[src/rtl/nou_axi_wr_slave_ctl.sv]
// nou_axi_wr_slave_ctl
//
// AXI write-channel responder on the NOU receive side. It accepts single-beat
// AXI writes and pairs each AW address with its W beat. Each pair becomes one
// flit of a packet: header flits first, then data flits. One B response is
// issued per accepted beat.
//
// Ports
//   clk_i, rst_i          clock, synchronous active-high reset
//   header_flit_num_i     header flits per packet (>=1), sampled on first beat
//   data_flit_num_i       data flits per packet (0 allowed), sampled likewise
//   axi_aw*_i/_o          AW channel (valid/ready/address)
//   axi_w*_i/_o           W channel (valid/ready/data), WLAST not used
//   axi_b*_i/_o           B channel (valid/ready/response)
//   flit_*                flit output stream (valid/ready/data/is_head/last)
//   pkt_addr_o            AW address of the first data flit of the packet
//   pkt_done_o            pulse when the last flit is taken downstream
//   dbg_state_o           packet FSM state (0 IDLE, 1 HEAD, 2 DATA)
//
// Handshakes: a transfer happens on any rising clock edge where valid and
// ready are both high; valid never depends on ready.
//
// Optional feature macro: NOU_AW_SLV_ADDR_CHK_EN. When defined, every beat
// after the first of a packet must be at the previous address + DATA_W/8;
// a mismatching beat is still forwarded but answered with SLVERR.
module nou_axi_wr_slave_ctl #(
  parameter int ADDR_W = 32,
  parameter int DATA_W = 64,
  parameter int HCNT_W = 4,
  parameter int DCNT_W = 8
) (
  input  logic              clk_i,
  input  logic              rst_i,
  input  logic [HCNT_W-1:0] header_flit_num_i,
  input  logic [DCNT_W-1:0] data_flit_num_i,
  input  logic              axi_awvld_i,
  output logic              axi_awrdy_o,
  input  logic [ADDR_W-1:0] axi_awaddr_i,
  input  logic              axi_wvld_i,
  output logic              axi_wrdy_o,
  input  logic [DATA_W-1:0] axi_wdata_i,
  output logic              axi_bvld_o,
  input  logic              axi_brdy_i,
  output logic [1:0]        axi_bresp_o,
  output logic              flit_vld_o,
  input  logic              flit_rdy_i,
  output logic [DATA_W-1:0] flit_data_o,
  output logic              flit_is_head_o,
  output logic              flit_last_o,
  output logic [ADDR_W-1:0] pkt_addr_o,
  output logic              pkt_done_o,
  output logic [1:0]        dbg_state_o
);

  localparam int CNT_W = (HCNT_W > DCNT_W) ? HCNT_W : DCNT_W;

  typedef enum logic [1:0] {
    S_IDLE = 2'd0,
    S_HEAD = 2'd1,
    S_DATA = 2'd2
  } state_t;

  state_t              state_q;
  logic [CNT_W-1:0]    beat_cnt_q;
  logic [HCNT_W-1:0]   hnum_q;
  logic [DCNT_W-1:0]   dnum_q;

  logic                aw_full_q;
  logic [ADDR_W-1:0]   aw_addr_q;
  logic                w_full_q;
  logic [DATA_W-1:0]   w_data_q;
  logic [3:0]          b_cnt_q;
  logic [3:0]          b_cnt_d;

  logic                flit_vld_q;
  logic [DATA_W-1:0]   flit_data_q;
  logic                flit_head_q;
  logic                flit_last_q;
  logic [ADDR_W-1:0]   pkt_addr_q;

  logic                aw_hs;
  logic                w_hs;
  logic                b_hs;
  logic                fire;

  assign axi_awrdy_o = ~aw_full_q;
  assign axi_wrdy_o  = ~w_full_q;
  assign aw_hs       = axi_awvld_i & ~aw_full_q;
  assign w_hs        = axi_wvld_i & ~w_full_q;
  assign b_hs        = (b_cnt_q != 4'h0) & axi_brdy_i;

  // A beat moves out only when both halves are present, the flit register
  // is free (or being drained this cycle) and the B counter has room.
  assign fire = aw_full_q & w_full_q & (~flit_vld_q | flit_rdy_i) &
                (b_cnt_q != 4'hF);

  always_comb begin
    b_cnt_d = b_cnt_q;
    if (fire & ~b_hs) begin
      b_cnt_d = b_cnt_q + 4'd1;
    end else if (~fire & b_hs) begin
      b_cnt_d = b_cnt_q - 4'd1;
    end
  end

  // Holding slots and B counter. A slot can only load while empty and only
  // empties on fire, so load and clear never coincide.
  always_ff @(posedge clk_i) begin
    if (rst_i) begin
      aw_full_q <= 1'b0;
      aw_addr_q <= '0;
      w_full_q  <= 1'b0;
      w_data_q  <= '0;
      b_cnt_q   <= 4'h0;
    end else begin
      b_cnt_q <= b_cnt_d;
      if (fire) begin
        aw_full_q <= 1'b0;
      end else if (aw_hs) begin
        aw_full_q <= 1'b1;
        aw_addr_q <= axi_awaddr_i;
      end
      if (fire) begin
        w_full_q <= 1'b0;
      end else if (w_hs) begin
        w_full_q <= 1'b1;
        w_data_q <= axi_wdata_i;
      end
    end
  end

  // Packet FSM with the flit output register.
  always_ff @(posedge clk_i) begin
    if (rst_i) begin
      state_q     <= S_IDLE;
      beat_cnt_q  <= '0;
      hnum_q      <= '0;
      dnum_q      <= '0;
      flit_vld_q  <= 1'b0;
      flit_data_q <= '0;
      flit_head_q <= 1'b0;
      flit_last_q <= 1'b0;
      pkt_addr_q  <= '0;
    end else if (fire) begin
      flit_vld_q  <= 1'b1;
      flit_data_q <= w_data_q;
      flit_last_q <= 1'b0;
      case (state_q)
        S_IDLE: begin
          hnum_q      <= header_flit_num_i;
          dnum_q      <= data_flit_num_i;
          flit_head_q <= 1'b1;
          if (header_flit_num_i <= HCNT_W'(1)) begin
            beat_cnt_q <= '0;
            if (data_flit_num_i == '0) begin
              flit_last_q <= 1'b1;
            end else begin
              state_q <= S_DATA;
            end
          end else begin
            state_q    <= S_HEAD;
            beat_cnt_q <= CNT_W'(1);
          end
        end
        S_HEAD: begin
          flit_head_q <= 1'b1;
          if (beat_cnt_q == CNT_W'(hnum_q) - CNT_W'(1)) begin
            beat_cnt_q <= '0;
            if (dnum_q == '0) begin
              flit_last_q <= 1'b1;
              state_q     <= S_IDLE;
            end else begin
              state_q <= S_DATA;
            end
          end else begin
            beat_cnt_q <= beat_cnt_q + CNT_W'(1);
          end
        end
        S_DATA: begin
          flit_head_q <= 1'b0;
          if (beat_cnt_q == '0) begin
            pkt_addr_q <= aw_addr_q;
          end
          if (beat_cnt_q == CNT_W'(dnum_q) - CNT_W'(1)) begin
            flit_last_q <= 1'b1;
            state_q     <= S_IDLE;
            beat_cnt_q  <= '0;
          end else begin
            beat_cnt_q <= beat_cnt_q + CNT_W'(1);
          end
        end
        default: begin
          state_q    <= S_IDLE;
          beat_cnt_q <= '0;
        end
      endcase
    end else if (flit_rdy_i) begin
      flit_vld_q <= 1'b0;
    end
  end

  assign flit_vld_o     = flit_vld_q;
  assign flit_data_o    = flit_data_q;
  assign flit_is_head_o = flit_head_q;
  assign flit_last_o    = flit_last_q;
  assign pkt_addr_o     = pkt_addr_q;
  assign pkt_done_o     = flit_vld_q & flit_rdy_i & flit_last_q;
  assign axi_bvld_o     = (b_cnt_q != 4'h0);
  assign dbg_state_o    = state_q;

`ifdef NOU_AW_SLV_ADDR_CHK_EN
  // One error bit per outstanding B response; b_cnt never exceeds 15, so
  // 16 entries cannot overflow.
  logic [15:0]       err_fifo_q;
  logic [3:0]        err_wr_q;
  logic [3:0]        err_rd_q;
  logic [ADDR_W-1:0] prev_addr_q;
  logic              addr_err;

  // A fire from IDLE is the first beat of a packet and is never checked.
  assign addr_err = (state_q != S_IDLE) &&
                    (aw_addr_q != prev_addr_q + ADDR_W'(DATA_W / 8));

  always_ff @(posedge clk_i) begin
    if (rst_i) begin
      err_fifo_q  <= '0;
      err_wr_q    <= 4'h0;
      err_rd_q    <= 4'h0;
      prev_addr_q <= '0;
    end else begin
      if (fire) begin
        err_fifo_q[err_wr_q] <= addr_err;
        err_wr_q             <= err_wr_q + 4'd1;
        prev_addr_q          <= aw_addr_q;
      end
      if (b_hs) begin
        err_rd_q <= err_rd_q + 4'd1;
      end
    end
  end

  assign axi_bresp_o = err_fifo_q[err_rd_q] ? 2'b10 : 2'b00;
`else
  assign axi_bresp_o = 2'b00;
`endif

endmodule

[config.mk]
export PLATFORM = sky130hd
export DESIGN_NAME = nou_axi_wr_slave_ctl
export DESIGN_NICKNAME = d
export VERILOG_FILES = /design/src/rtl/nou_axi_wr_slave_ctl.sv
export SDC_FILE = /design/constraint.sdc
export NUM_CORES = 1
export LEC_CHECK = 0
export ABC_AREA = 1
export CORE_ASPECT_RATIO = 1.5
export CORE_UTILIZATION = 44
export DETAILED_ROUTE_END_ITERATION = 8
export PLACE_DENSITY = 0.85
export SLEW_MARGIN = 0
export SYNTH_ARGS = -nofsm -noshare
export SYNTH_HDL_FRONTEND = slang
export SYNTH_SLANG_ARGS = --single-unit
[constraint.sdc]
create_clock -name clk_i -period 2.23 [get_ports clk_i]
set_clock_uncertainty 0.05 [all_clocks]
set_input_delay 0.3345 -clock clk_i [delete_from_list [all_inputs] [get_ports clk_i]]
set_output_delay 0.3345 -clock clk_i [all_outputs]
set_load 0.005 [all_outputs]
==> run summary <==
impl run done, here's what came out: largest net degree at the start of global routing=~65, # hold bufs at CTS=0, Ys Warns=0, Mean Syn Cell Area=7.67 sq um, R2R depth=15, Slowest cell on crit path=dfxtp_1, routed vias=7769, synthesized area=8390 sq um, WP depth=15, Clock power frac=around 37%, Cells after DPL=1523, FMAX=roughly 490 MHz, crit-path max FO=3, Clk pin slew, worst setup/hold paths=0.07 ns, Internal=6890 uW, max_cap viols=0, Die X=about 110 um, hold path depth=3, Vias/cell=between 4 and 5, Setup TNS=0 ns, outcome=complete, no violations, yosys adder share=1.43%, Top cell area share=around 53%
==> cell usage in the layout (no fill, tap or decap), types with 7 or more instances in the layout <==
cell and count:
a21oi_1 90, inv_2 7, o21ai_0 187, o21ai_1 30, buf_4 21, clkdlybuf4s50_1 218
clkbuf_16 21, ha_1 8, dfxtp_1 220, nand2_1 58, nor2_1 291, nand3_1 16
inv_1 71
==> state kept, by name (all words and copies together) (netlist names) <==
signal and count:
flit_is_head_o 1, beat_cnt_q 8, b_cnt_q 4, flit_vld_o 1
flit_data_o 64, aw_full_q 1, dnum_q 8, hnum_q 4
aw_addr_q 32, flit_last_o 1, w_full_q 1, pkt_addr_o 32
w_data_q 64, dbg_state_o 2
==> per-layer routing <==
metal  GRT usage, %  vias up
li1               -     3938
met1           23.8     3545
met2           40.7      243
met3           4.61       43
met4           8.24        0
met5              0        -
==> worst register-to-register path, delay by kind of cell (launching register included) <==
kind / cells / cell delay, ns
flops: 1 / 0.33
simple gates: 7 / 0.62
buf+inv: 3 / 0.23
fa+ha+maj: 2 / 0.44
compound gates: 3 / 0.29
==> power groups by stage <==
stage	clock network [uW]	logic (uW)	registers [uW]
finish	3440	1380	4420
global route	3670	1550	4450
CTS	3510	1360	4410
detailed placement	0	1340	4500
global placement	0	1300	4490
floorplan	0	730	4470
==> per-stage QoR <==
step	util, %	hold slack, ns	worst slack [ns]
global placement	58.3	0.384	-0.270
detailed placement	58.3	0.394	-0.306
global route	62.0	0.384	-0.0352
finish	62.0	0.365	0.179
floorplan	-	0.380	0.000754
CTS	61.8	0.354	0.0729
class_map.png
Fill, decap, tap and diode cells in grey.
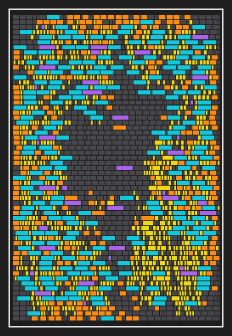
Key: remaining logic cells = yellow [cells 805, share of their area 33%]; clock drivers and dummy loads = purple [cells 36, share of their area 5.9%]; remaining buffers and delay cells = orange [cells 243, share of their area 22%]; registers = cyan [cells 223, share of their area 40%]
fin util: 62.0%
# rows: 61
flop share of the area: 38.7%
Final Cell Area: 11500 sq um

layers.png
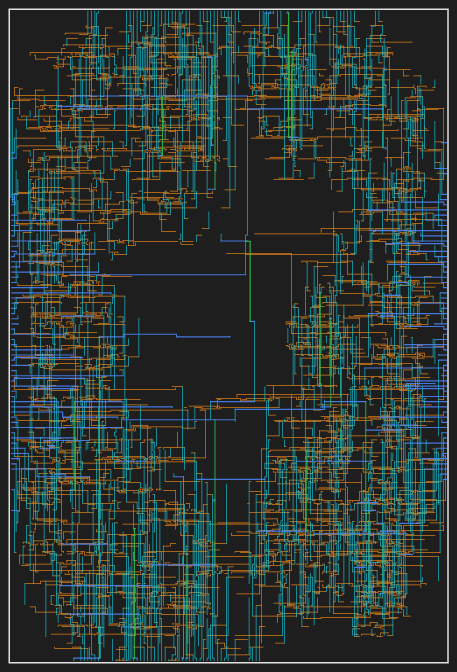
Key: M4 = green [wire length 596 um]; M3 = blue [wire length 1430 um]; M2 = cyan [wire length 11400 um]; M1 = orange [wire length 8440 um]

sizing.png
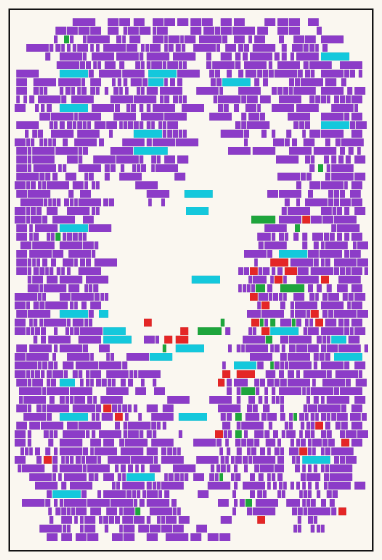
Key: x6 and larger = cyan [cells 30, most used clkbuf_16]; x2 = green [cells 22, most used inv_2]; x3 and x4 = red [cells 28, most used buf_4]; x1 and smaller = purple [cells 1227, most used nor2_1]

Power is estimated from default activity; no workload was simulated.
